**src/rtl/four_bit_adder.sv**
```systemverilog
// Registered ripple-carry adder: a chain of single-bit full-adder cells feeding
// an output register that captures {carry, sum} on every rising edge.

module full_adder (
  input  logic a,
  input  logic b,
  input  logic cin,
  output logic s,
  output logic cout
);

  assign s    = a ^ b ^ cin;
  assign cout = (a & b) | (cin & (a ^ b));

endmodule

module four_bit_adder #(
  parameter int unsigned bits = 4
) (
  input  logic            clk,
  input  logic            rst,
  input  logic [bits-1:0] A,
  input  logic [bits-1:0] B,
  input  logic            CarryIN,
  output logic [bits-1:0] Sum,
  output logic            CarryOUT
);

  // carry[i] enters cell i; carry[bits] leaves the MSB cell.
  logic [bits:0]   carry;
  logic [bits-1:0] sum_comb;

  assign carry[0] = CarryIN;

  for (genvar i = 0; i < bits; i++) begin : g_cell
    full_adder u_fa (
      .a    (A[i]),
      .b    (B[i]),
      .cin  (carry[i]),
      .s    (sum_comb[i]),
      .cout (carry[i+1])
    );
  end

  // NOTE: registered outputs use non-blocking assignments so every flop samples
  // the pre-edge values; reset is checked first so it wins over the capture.
  always_ff @(posedge clk) begin
    if (rst) begin
      Sum      <= '0;
      CarryOUT <= 1'b0;
    end else begin
      Sum      <= sum_comb;
      CarryOUT <= carry[bits];
    end
  end

endmodule

```
**config.mk**
```make
export PLATFORM = sky130hd
export DESIGN_NAME = four_bit_adder
export DESIGN_NICKNAME = d
export VERILOG_FILES = /design/src/rtl/four_bit_adder.sv
export SDC_FILE = /design/constraint.sdc
export NUM_CORES = 1
export LEC_CHECK = 0
export CAP_MARGIN = 10
export CORE_AREA = 4 4 41 43
export DETAILED_ROUTE_END_ITERATION = 7
export DIE_AREA = 0 0 45 47
export PLACE_DENSITY = 0.44
export SLEW_MARGIN = 0
export SYNTH_ARGS = -nofsm -noshare
export SYNTH_HDL_FRONTEND = slang
export SYNTH_SLANG_ARGS = --single-unit
```
**constraint.sdc**
```tcl
create_clock -name clk -period 4.2 [get_ports clk]
set_input_delay 0.42 -clock clk [delete_from_list [all_inputs] [get_ports clk]]
set_output_delay 0.42 -clock clk [all_outputs]
set_load 0.1 [all_outputs]
```
### The metal 1 layer, run 1

Scale: 10 px per um. Supply wires on this layer in grey. Cells faint in the background.
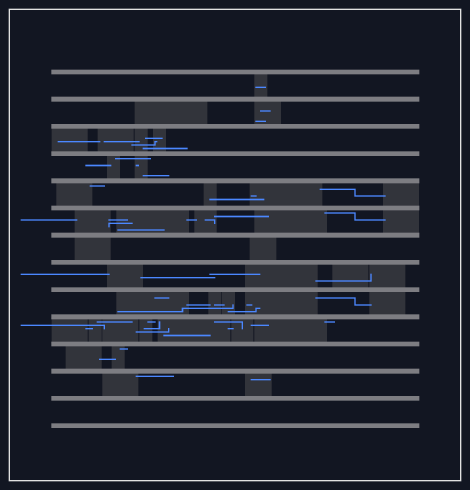
longest straight run = 8.70 um
main direction = horizontal
nets with wire on the layer = 41
share of all routed wire = 38%

### The metal 2 layer, run 1

Scale: 10 px per um.
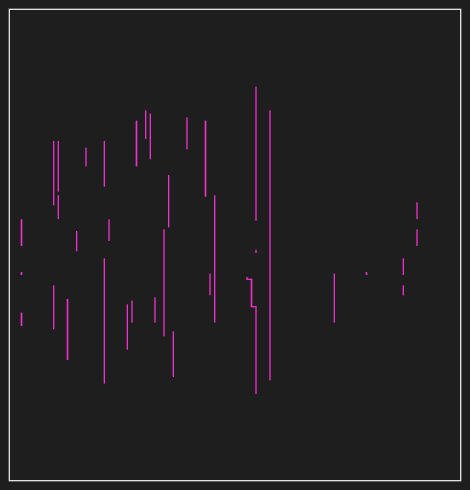
main direction = vertical
wire length on this layer = 179 um
longest straight run = 26.9 um

==> impl_metrics.env, run 1 <==
# flow metrics
export IMPL_fp_utilization_pct=17.7
export IMPL_reg_largest_list="Sum (4), CarryOUT (1)"
export IMPL_p_sw_uw=67.3
export IMPL_overflow=0
export IMPL_common_cells="inv_1, dfxtp_1, fa_1"
export IMPL_status="completed"
export IMPL_path_buffers=4
export IMPL_core_sq_um=1300
export IMPL_buf_share_pct=35.3
export IMPL_die_height_um=47
export IMPL_cts_tree="yes"
export IMPL_power_total_uw=178
export IMPL_flops=5
export IMPL_synth_top_area_share_pct=43.5
export IMPL_antenna_found_initial=0
export IMPL_crit_path_start="A[0]"
export IMPL_busiest_layer="met4"
export IMPL_post_place_ws_ns=1.69
export IMPL_largest_register="Sum"
export IMPL_edf_count=0
export IMPL_seq_share_pct=23.5
export IMPL_use_met3_pct=2.68
export IMPL_clkbuf_count=4
export IMPL_wl_met3_um=88
export IMPL_clock_root_buffer="clkbuf_4"
export IMPL_clk_power_uw=53.2
export IMPL_dr_total_vias=173
### Metal 3, run 1

Scale: 12 px per um. Cells faint in the background.
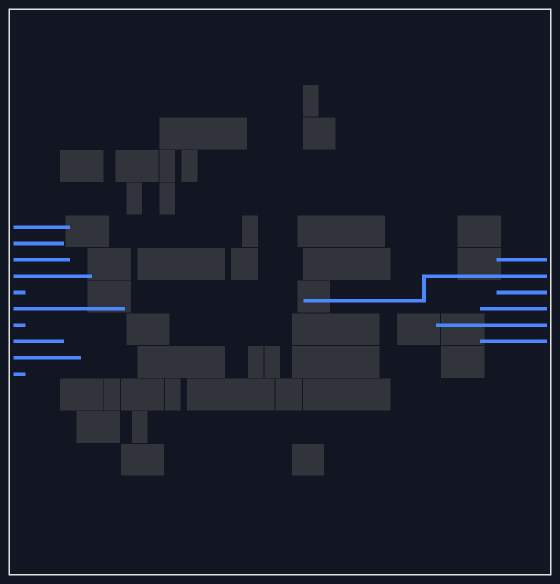
main direction = horizontal
share of all routed wire = 21%

### Routed clock nets over the placement, run 1

Scale: 6 px per um.
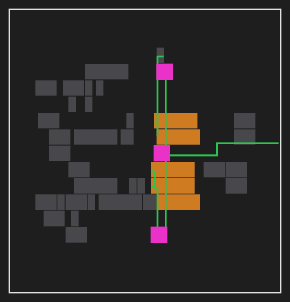

==> run 1 -> run 2 <==
--- a/config.mk
+++ b/config.mk
@@ -9,7 +9,7 @@
 export CORE_AREA = 4 4 41 43
 export DETAILED_ROUTE_END_ITERATION = 7
 export DIE_AREA = 0 0 45 47
-export PLACE_DENSITY = 0.44
+export PLACE_DENSITY = 0.46
 export SLEW_MARGIN = 0
 export SYNTH_ARGS = -nofsm -noshare
 export SYNTH_HDL_FRONTEND = slang
==> constraint.sdc (replaced) <==
create_clock -name clk -period 2.05 [get_ports clk]
set_input_delay 0.205 -clock clk [delete_from_list [all_inputs] [get_ports clk]]
set_output_delay 0.205 -clock clk [all_outputs]
set_load 0.1 [all_outputs]
### Routed clock nets over the placement, run 2

Scale: 6 px per um.
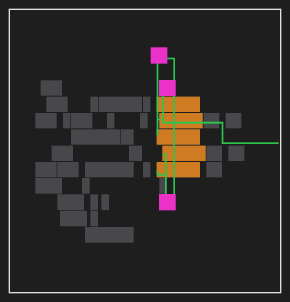
clock-net drivers -> magenta  # count 3
flip-flops -> orange  # count 5
clock wires -> green  # length 82.7 um
routed clock nets = 4

==> run 2 against run 1 <==
  * Non-clock buffer count stayed put
  * First-iteration DRC count is 100% lower
  * Clock-buffer cell count is the same
  * Combinational power is 100% higher
  * Via count up 5.8%
  * Final cell count stayed put
  * Critical path depth decreased by 3
  * Power up 100%
  * Utilization grew 0.19 points
  * Flip-flop count stayed put
  * Largest cell class unchanged
==> impl_metrics.env, run 2 <==
# flow metrics
export IMPL_edf_count=0
export IMPL_fp_utilization_pct=17.7
export IMPL_cts_sinks=5
export IMPL_buf_share_pct=33.9
export IMPL_use_met3_pct=3.45
export IMPL_p_sw_uw=140
export IMPL_ctsResizeCount=0
export IMPL_ys_sh_xor_pct=0
export IMPL_die_height_um=47
export IMPL_endpoint_kind="flip-flop"
export IMPL_drt_met1_wl_um=170
export IMPL_overflow=0
export IMPL_synth_top_area_share_pct=43.5
export IMPL_clkbuf_count=4
export IMPL_core_sq_um=1300
export IMPL_flops=5
export IMPL_largest_register="Sum"
export IMPL_clk_power_uw=108
export IMPL_syn_to_final_growth_pct=85.9
export IMPL_power_total_uw=364
export IMPL_status="completed"
export IMPL_yosysChipArea_sq_um=230
export IMPL_hold_path_class="input pin to flip-flop"
export IMPL_crit_path_max_fanout=1
export IMPL_path_buffers=2
export IMPL_slowest_delay_ns=0.43
export IMPL_setup_viol=0
export IMPL_post_place_ws_ns=-0.235
export IMPL_crit_path_start="A[1]"
export IMPL_wl_met3_um=100
export IMPL_cp_cell_sequence="clkdlybuf4s50_1 > fa_2 > fa_2 > inv_2 > fa_1 > nor2_1"
export IMPL_clock_root_buffer="clkbuf_4"
export IMPL_insertedDiodeCount=0
export IMPL_seq_share_pct=23.4
export IMPL_hold_viol_final=0
export IMPL_antenna_found_initial=0
export IMPL_grt_max_degree=6
export IMPL_pwr_share_seq_pct=30.6
export IMPL_clk_pin_slew_ns=0.04
export IMPL_busiest_layer="met4"
export IMPL_dr_total_vias=183
export IMPL_reg_largest_list="Sum (4), CarryOUT (1)"
export IMPL_cts_tree="yes"
export IMPL_avgSynthCellArea_sq_um=11.0
export IMPL_wire_per_inst_um=8.29
### The metal 2 layer, run 2

Scale: 10 px per um.
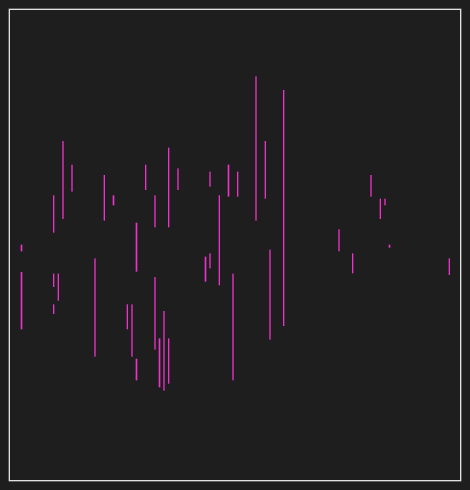
wire length on this layer = 185 um
main direction = vertical
longest straight run = 23.5 um
nets with wire on the layer = 40

### Metal 3, run 2

Scale: 12 px per um. Cells faint in the background.
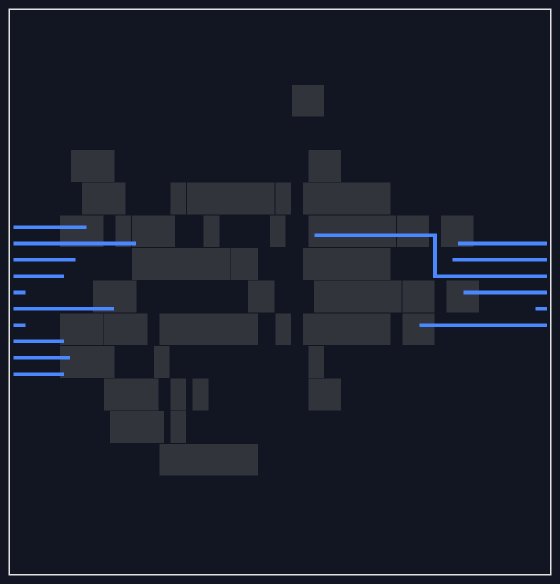

==> run 2 -> run 3 <==
--- a/config.mk
+++ b/config.mk
@@ -7,10 +7,12 @@
 export LEC_CHECK = 0
 export CAP_MARGIN = 10
 export CORE_AREA = 4 4 41 43
+export CTS_BUF_LIST = sky130_fd_sc_hd__clkbuf_4 sky130_fd_sc_hd__clkbuf_8 sky130_fd_sc_hd__clkbuf_16
 export DETAILED_ROUTE_END_ITERATION = 7
 export DIE_AREA = 0 0 45 47
-export PLACE_DENSITY = 0.46
+export PLACE_DENSITY = 0.44
 export SLEW_MARGIN = 0
 export SYNTH_ARGS = -nofsm -noshare
 export SYNTH_HDL_FRONTEND = slang
+export SYNTH_HIERARCHICAL = 1
 export SYNTH_SLANG_ARGS = --single-unit
### Metal 3, run 3

Scale: 12 px per um. Cells faint in the background.
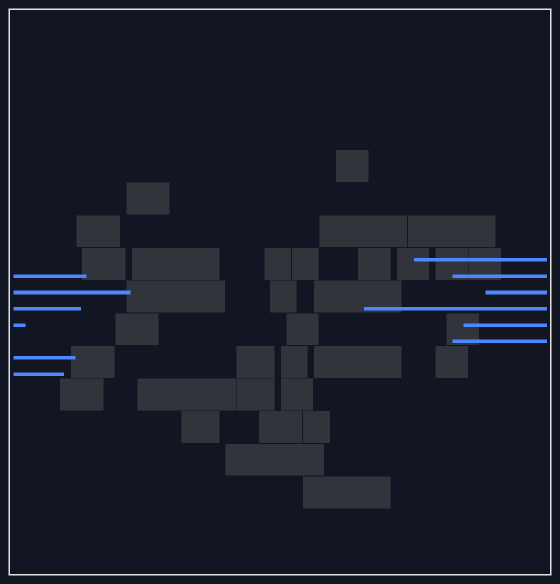
longest straight run = 14.9 um
wire length on this layer = 82.3 um
main direction = horizontal
nets with wire on the layer = 12
share of all routed wire = 19%

==> run 3 against run 2 <==
  * Power increased by 3.0%
  * First-iteration DRC count unchanged
  * Clock power increased by about 10%
  * Critical endpoint unchanged
  * Synthesized cell count decreased by 33%
  * Die size unchanged
  * Largest cell class unchanged
  * Highest routed layer unchanged
  * Clock-buffer cell count unchanged
  * Critical path depth unchanged
  * Critical path type unchanged
==> impl_metrics.env, run 3 <==
# flow metrics
export IMPL_crit_path_max_fanout=1
export IMPL_antenna_found_initial=0
export IMPL_drt_met1_wl_um=132
export IMPL_wire_per_inst_um=8.83
export IMPL_hold_viol_final=0
export IMPL_core_sq_um=1300
export IMPL_busiest_layer="met2"
export IMPL_use_met3_pct=3.07
export IMPL_clkbuf_count=4
export IMPL_seq_share_pct=24.9
export IMPL_cts_sinks=5
export IMPL_endpoint_kind="flip-flop"
export IMPL_status="completed"
export IMPL_reg_largest_list="Sum (4), CarryOUT (1)"
export IMPL_flops=5
export IMPL_fp_utilization_pct=16.3
export IMPL_setup_viol=0
export IMPL_slowest_delay_ns=0.42
export IMPL_cp_cell_sequence="dlygate4sd2_1 > fa_2 > fa_2 > fa_2 > fa_1 > nor2b_1"
export IMPL_wl_met3_um=82
### Routed clock nets over the placement, run 3

Scale: 6 px per um.
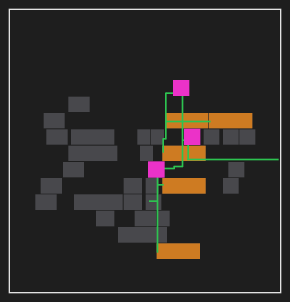
P_clk: 123 uW
Clock Power Share: 32.8%

Power is estimated from default activity; no workload was simulated.
